`config.mk`:
```
export PLATFORM = sky130hd
export DESIGN_NAME = sha_stream_out
export DESIGN_NICKNAME = d
export VERILOG_FILES = /design/src/rtl/sha_stream_out.sv
export SDC_FILE = /design/constraint.sdc
export NUM_CORES = 2
export LEC_CHECK = 0
export CAP_MARGIN = 25
export CORE_AREA = 4 4 646 648
export DETAILED_ROUTE_END_ITERATION = 8
export DIE_AREA = 0 0 650 652
export GPL_TIMING_DRIVEN = 0
export SLEW_MARGIN = 20
export SYNTH_ARGS = -nofsm -noshare
export SYNTH_HDL_FRONTEND = slang
export SYNTH_SLANG_ARGS = --single-unit
```
`constraint.sdc`:
```
create_clock -name ACLK -period 11 [get_ports ACLK]
set_input_delay 1.1 -clock ACLK [delete_from_list [all_inputs] [get_ports ACLK]]
set_output_delay 1.1 -clock ACLK [all_outputs]
set_load 0.02 [all_outputs]
```
`src/rtl/sha_stream_out.sv`:
```
// Serializes a captured 1600-bit Keccak state as an AXI-Stream digest of
// DATA_WIDTH-bit words, truncated to the selected digest length.
module sha_stream_out #(
  parameter int DATA_WIDTH = 64,
  parameter bit BYTE_SWAP  = 1'b0
) (
  input  logic                         ACLK,
  input  logic                         ARESETn,
  input  logic [4:0][4:0][63:0]        Din,
  input  logic [1:0]                   TID,
  input  logic                         Mode,
  input  logic                         start,
  output logic [DATA_WIDTH-1:0]        m_tdata,
  output logic [DATA_WIDTH/8-1:0]      m_tkeep,
  output logic                         m_tvalid,
  input  logic                         m_tready,
  output logic                         m_tlast,
  output logic [1:0]                   m_tid,
  output logic                         busy,
  output logic                         start_drop
);

  localparam int NB = DATA_WIDTH / 8;
  localparam int NW = 1600 / DATA_WIDTH;
  localparam int IW = $clog2(NW);
  localparam logic [11:0] DWL = 12'(DATA_WIDTH);

  typedef enum logic {IDLE, SEND} state_t;

  state_t                       state_q;
  logic [1599:0]                s_q;
  logic [7:0]                   cnt_q;
  logic [7:0]                   lim_q;
  logic [10:0]                  bits_q;

  logic [1599:0]                dinFlat;
  logic [1599:0]                sIn;
  logic [1599:0]                src;
  logic [63:0]                  lane;
  logic [NW-1:0][DATA_WIDTH-1:0] srcWords;
  logic [7:0]                   cnt_d;
  logic [7:0]                   lim_d;
  logic [10:0]                  bits_d;
  logic [11:0]                  wordBase;
  logic [DATA_WIDTH-1:0]        data_d;
  logic [NB-1:0]                keep_d;
  logic                         last_d;
  logic                         handshake;
  logic                         isLast;
  logic                         capture;
  logic                         drop;

  function automatic logic [10:0] digestBits(input logic [1:0] tid, input logic mode);
    if (mode) return 11'd1600;
    case (tid)
      2'd0:    return 11'd224;
      2'd1:    return 11'd256;
      2'd2:    return 11'd384;
      default: return 11'd512;
    endcase
  endfunction

  // Lane k of the stream is Din[4-k/5][4-k%5], i.e. packed lane 24-k.
  assign dinFlat = Din;
  always_comb begin
    sIn  = '0;
    lane = '0;
    for (int k = 0; k < 25; k++) begin
      lane = dinFlat[64*(24-k) +: 64];
      for (int b = 0; b < 8; b++) begin
        if (BYTE_SWAP) sIn[64*k + 8*b +: 8] = lane[8*(7-b) +: 8];
        else           sIn[64*k + 8*b +: 8] = lane[8*b +: 8];
      end
    end
  end

  assign handshake = m_tvalid & m_tready;
  assign isLast    = (cnt_q == lim_q - 8'd1);
  assign capture   = start & ((state_q == IDLE) | (handshake & isLast));
  assign drop      = start & (state_q == SEND) & ~(handshake & isLast);

  // Next presented word comes from the fresh capture or the held state.
  always_comb begin
    src      = capture ? sIn : s_q;
    srcWords = src;
    cnt_d    = capture ? 8'd0 : cnt_q + 8'd1;
    bits_d   = capture ? digestBits(TID, Mode) : bits_q;
    lim_d    = capture ? 8'((12'(bits_d) + DWL - 12'd1) / DWL) : lim_q;
    wordBase = 12'(cnt_d) * DWL;
    data_d   = srcWords[cnt_d[IW-1:0]];
    keep_d   = '0;
    for (int j = 0; j < NB; j++) begin
      keep_d[j] = (wordBase + 12'(8 * (j + 1))) <= 12'(bits_d);
      if (!keep_d[j]) data_d[8*j +: 8] = 8'h00;
    end
    last_d = (cnt_d == lim_d - 8'd1);
  end

  always_ff @(posedge ACLK or negedge ARESETn) begin
    if (!ARESETn) begin
      state_q    <= IDLE;
      s_q        <= '0;
      cnt_q      <= '0;
      lim_q      <= '0;
      bits_q     <= '0;
      m_tdata    <= '0;
      m_tkeep    <= '0;
      m_tvalid   <= 1'b0;
      m_tlast    <= 1'b0;
      m_tid      <= '0;
      busy       <= 1'b0;
      start_drop <= 1'b0;
    end else begin
      start_drop <= drop;
      if (capture) begin
        state_q  <= SEND;
        s_q      <= sIn;
        cnt_q    <= 8'd0;
        lim_q    <= lim_d;
        bits_q   <= bits_d;
        m_tid    <= TID;
        m_tvalid <= 1'b1;
        busy     <= 1'b1;
        m_tdata  <= data_d;
        m_tkeep  <= keep_d;
        m_tlast  <= last_d;
      end else if (handshake) begin
        if (isLast) begin
          state_q  <= IDLE;
          m_tvalid <= 1'b0;
          busy     <= 1'b0;
          m_tlast  <= 1'b0;
          m_tdata  <= '0;
          m_tkeep  <= '0;
        end else begin
          cnt_q   <= cnt_d;
          m_tdata <= data_d;
          m_tkeep <= keep_d;
          m_tlast <= last_d;
        end
      end
    end
  end

endmodule

```
**The metal 1 layer**

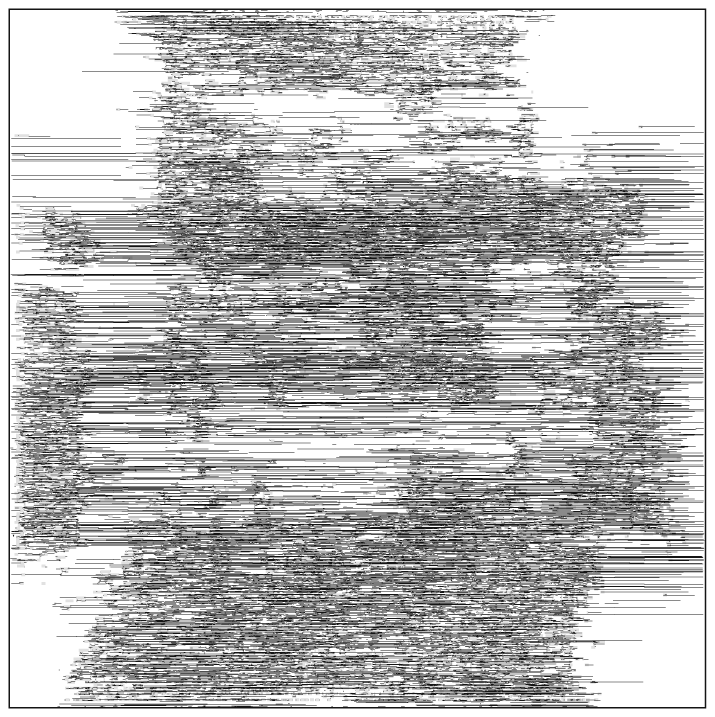
nets with wire on the layer: 12261
share of all routed wire: 36%
main direction: horizontal
wire length on this layer: 283 mm
final wirelength: 796000 um
total number of vias: 89300

**M2 wires**

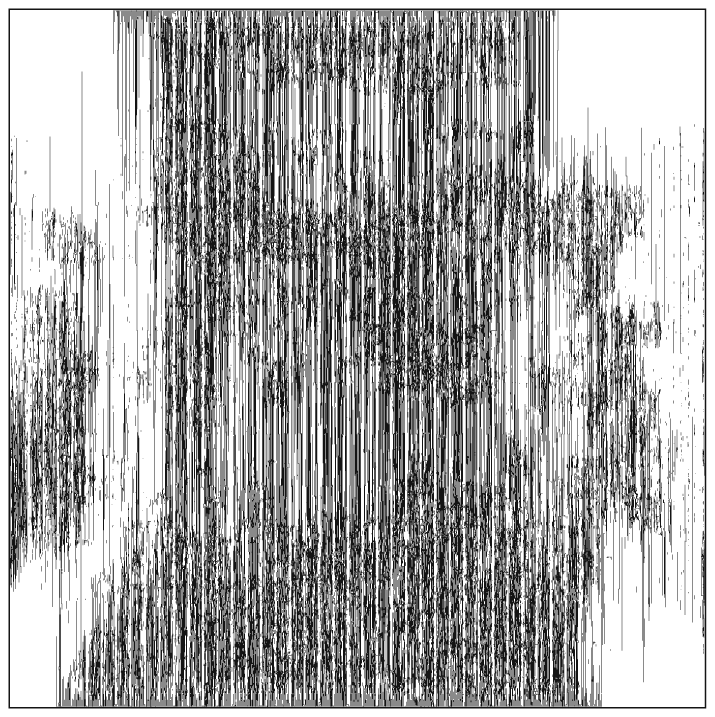
main direction: vertical
wire length on this layer: 337 mm
GRT met2 Usage: 53.2%

==> impl_metrics.py <==
# Physical implementation metrics
metrics = {
    "logic_synthesis": {
        "edf_count": 0,
        "syn_area_sq_um": 79300,
        "top_cells_by_area": "dfrtp_1, nand2_1, mux4_2",
        "aoi_share_pct": 8.70,
        "most_common_cell": "nand2_1",
        "synthArstFlopShare_pct": 100,
        "ff_type": "dfrtp_1",
        "synth_xor_xnor_area_share_pct": 0.336,
        "ys_sh_adder_pct": 0.268,
        "synth-simple-area-share_pct": 27.0,
        "mux_share_pct": 6.37,
        "synth_top_area_share_pct": 53.8,
        "largest_area_cell": "dfrtp_1",
        "syn_avg_cell_area_sq_um": 8.50,
        "synthCells": 9334,
        "yosys_area_sq_um": 79300,
        "syn_nets": 11000,
        "logic_family": "simple AND/OR/NAND/NOR gates",
        "yosysSeqAreaShare_pct": 53.8,
        "synthTopCellsByCount": "nand2_1, dfrtp_1, clkbuf_1, buf_2, o21ai_0",
    },
    "finish": {
        "synthToLayoutAreaGrowth_pct": 47.1,
        "layout-drive-gt1-share_pct": 11.3,
        "instances_no_fill": 17400,
        "largest_reg_flops": 1600,
        "num-nonclk-inverters": 40,
        "largest_class": "flip-flops and latches",
        "sh_seq_area_pct": 36.6,
        "ff_count": 1704,
        "nFillCells": 44300,
        "clock_cell_area_share_pct": 6.37,
        "top_register": "s_q",
        "comb_area_share_pct": 29.2,
        "post-route-cell-area_sq_um": 117000,
        "reg_top3": "s_q x1600, m_tdata x64, bits_q x11",
        "buf_share_pct": 21.2,
        "buffers_excl_clock": 2552,
        "comb_cells": 6952,
        "logic_area_sq_um": 34100,
        "regArea_sq_um": 42600,
    },
    "run": {
        "openroad.warnings": 105,
        "cap_violations": 0,
    },
    "setup_path": {
        "timing.critical_path.buf_inv": 5,
        "end_kind": "flop",
        "cp-start-kind": "flop",
        "path_class": "reg2reg",
        "timing.critical_path.fanout_max": 10,
        "endpoint": "m_tdata[1]$_DFFE_PN0P_",
        "r2r_slack_ns": 1.10,
        "r2r-start": "lim_q[2]$_DFFE_PN0P_",
        "cp_common_cell": "nand2_1",
        "startpoint": "lim_q[2]$_DFFE_PN0P_",
        "path_delay_family": "simple AND/OR/NAND/NOR gates",
        "path_depth": 21,
    },
    "routing": {
        "firstDrtPassIters": 9,
        "wl_met2_um": 337000,
        "wl_met1_um": 283000,
        "dr_wl_met3_um": 96300,
        "drt-initial-drc-count": 12900,
        "drc": 0,
        "final_antenna_net_count": 0,
    },
    "floorplanning": {
        "rows": 236,
        "nWellTaps": 5474,
        "fp.coreArea_sq_um": 412000,
        "io_pins": 1685,
    },
    "timing": {
        "skew_ns": 0.0971,
        "worst_slew_pin_slew_ns": 1.26,
        "fmax_mhz": 101,
        "finalMaxSlewViolations": 0,
        "finalSetupTns_ns": 0,
        "setup_viol": 0,
        "relSlewSlack_pct": 15.9,
        "hold_viol": 0,
        "period_used_pct": 90.0,
        "whs_ns": 0.462,
    },
    "min_path": {
        "hold_start": "s_q[22]$_DFF_PN0_",
        "hold_depth": 2,
        "hold_path_class": "reg2reg",
    },
    "cts": {
        "numCtsBuffers": 212,
        "clockBufferDepth": 4,
        "clkLatencyLatePin_ns": 1.00,
        "h-tree-depth": 4,
        "cts_tree": "built",
        "clkSinkCount": 1704,
        "clock-root-buffer": "clkbuf_16",
    },
    "power": {
        "clkPwrFrac_pct": 17.1,
        "power.density_nw_per_um2": 392,
        "internal_power_w": 0.0209,
        "sw_frac_of_total_pct": 54.3,
        "ir_drop_mv": 0.290,
        "power.leakage_nw": 55.3,
        "p_clk_w": 0.00784,
        "powerComb_w": 0.0265,
        "top_power_group": "combinational cells",
        "seq_cell_power_w": 0.0114,
        "p_total_w": 0.0457,
    },
    "global_routing": {
        "met3_usage_pct": 16.7,
        "grt_pass1_wl_um": 969000,
        "grt_util_met1_pct": 39.8,
        "antenna_found_initial": 578,
        "grt_pass1_vias": 83400,
        "grt_busiest_layer": "met2",
    },
    "placed_design": {
        "io_buffers": 1684,
        "gp_congestion": 0.985,
        "dpl_cell_area_sq_um": 108000,
        "dp_slack_ns": 1.19,
    },
    "outcome": {
        "run_status": "complete, no violations",
    },
}
**Met4 routing**

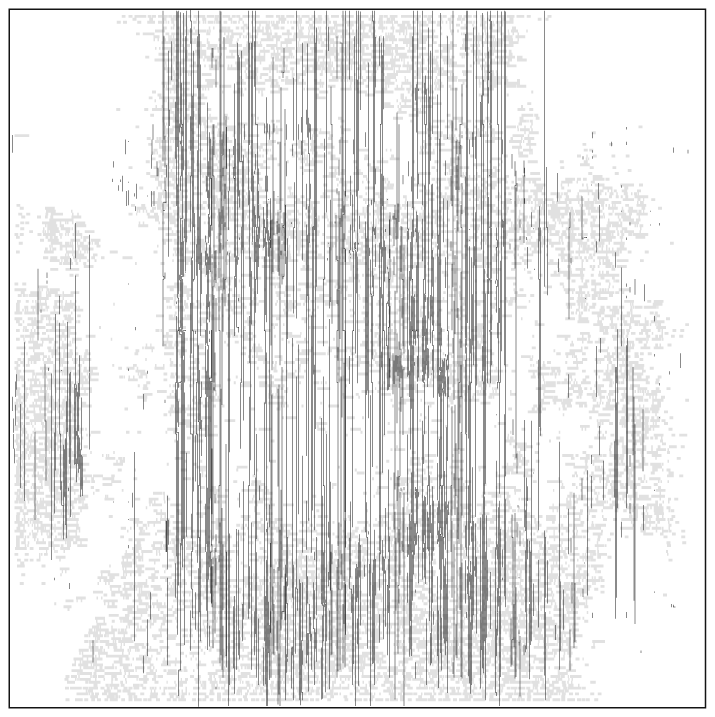
longest straight run: 435 um
main direction: vertical
nets with wire on the layer: 796
wire length on this layer: 76.7 mm

**Track usage over the die**

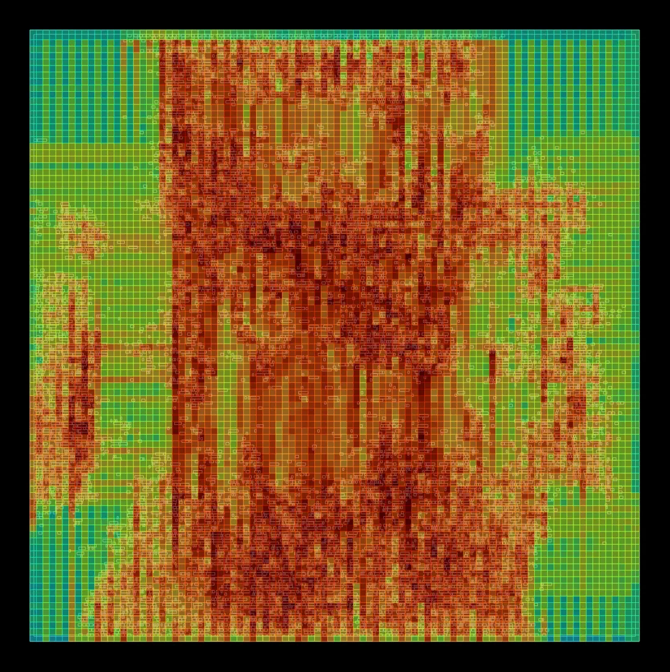
Layout Utilization: 28.3%
GRT Total Usage: 36.1%

cells in the final DEF, fill, tap and decap left out, types with 20 or more instances in the layout:
master and instances:
o31ai_1 28, and3_1 44, nor3_1 75, mux2i_1 171, a221o_1 20, a221oi_1 28, nand4_1 30, mux4_2 103
a22oi_1 22, o211ai_1 40, dfrtp_1 1704, clkbuf_1 177, o2111ai_1 20, buf_2 287, a32o_1 22, buf_12 75
buf_16 99, a31oi_1 40, clkdlybuf4s50_1 1683, nor2_1 136, o21ai_0 212, diode_2 322, inv_1 38, o22ai_1 98
nand2_1 5037, nand3_1 87, o221ai_1 68, clkbuf_16 213, clkbuf_8 47, mux2_2 90, a211oi_1 73, clkbuf_2 198
a21oi_1 199, buf_4 27, bufinv_16 29, clkinv_2 27, a211o_1 24
No activity file was given, so power comes from the tool's default toggle rates.
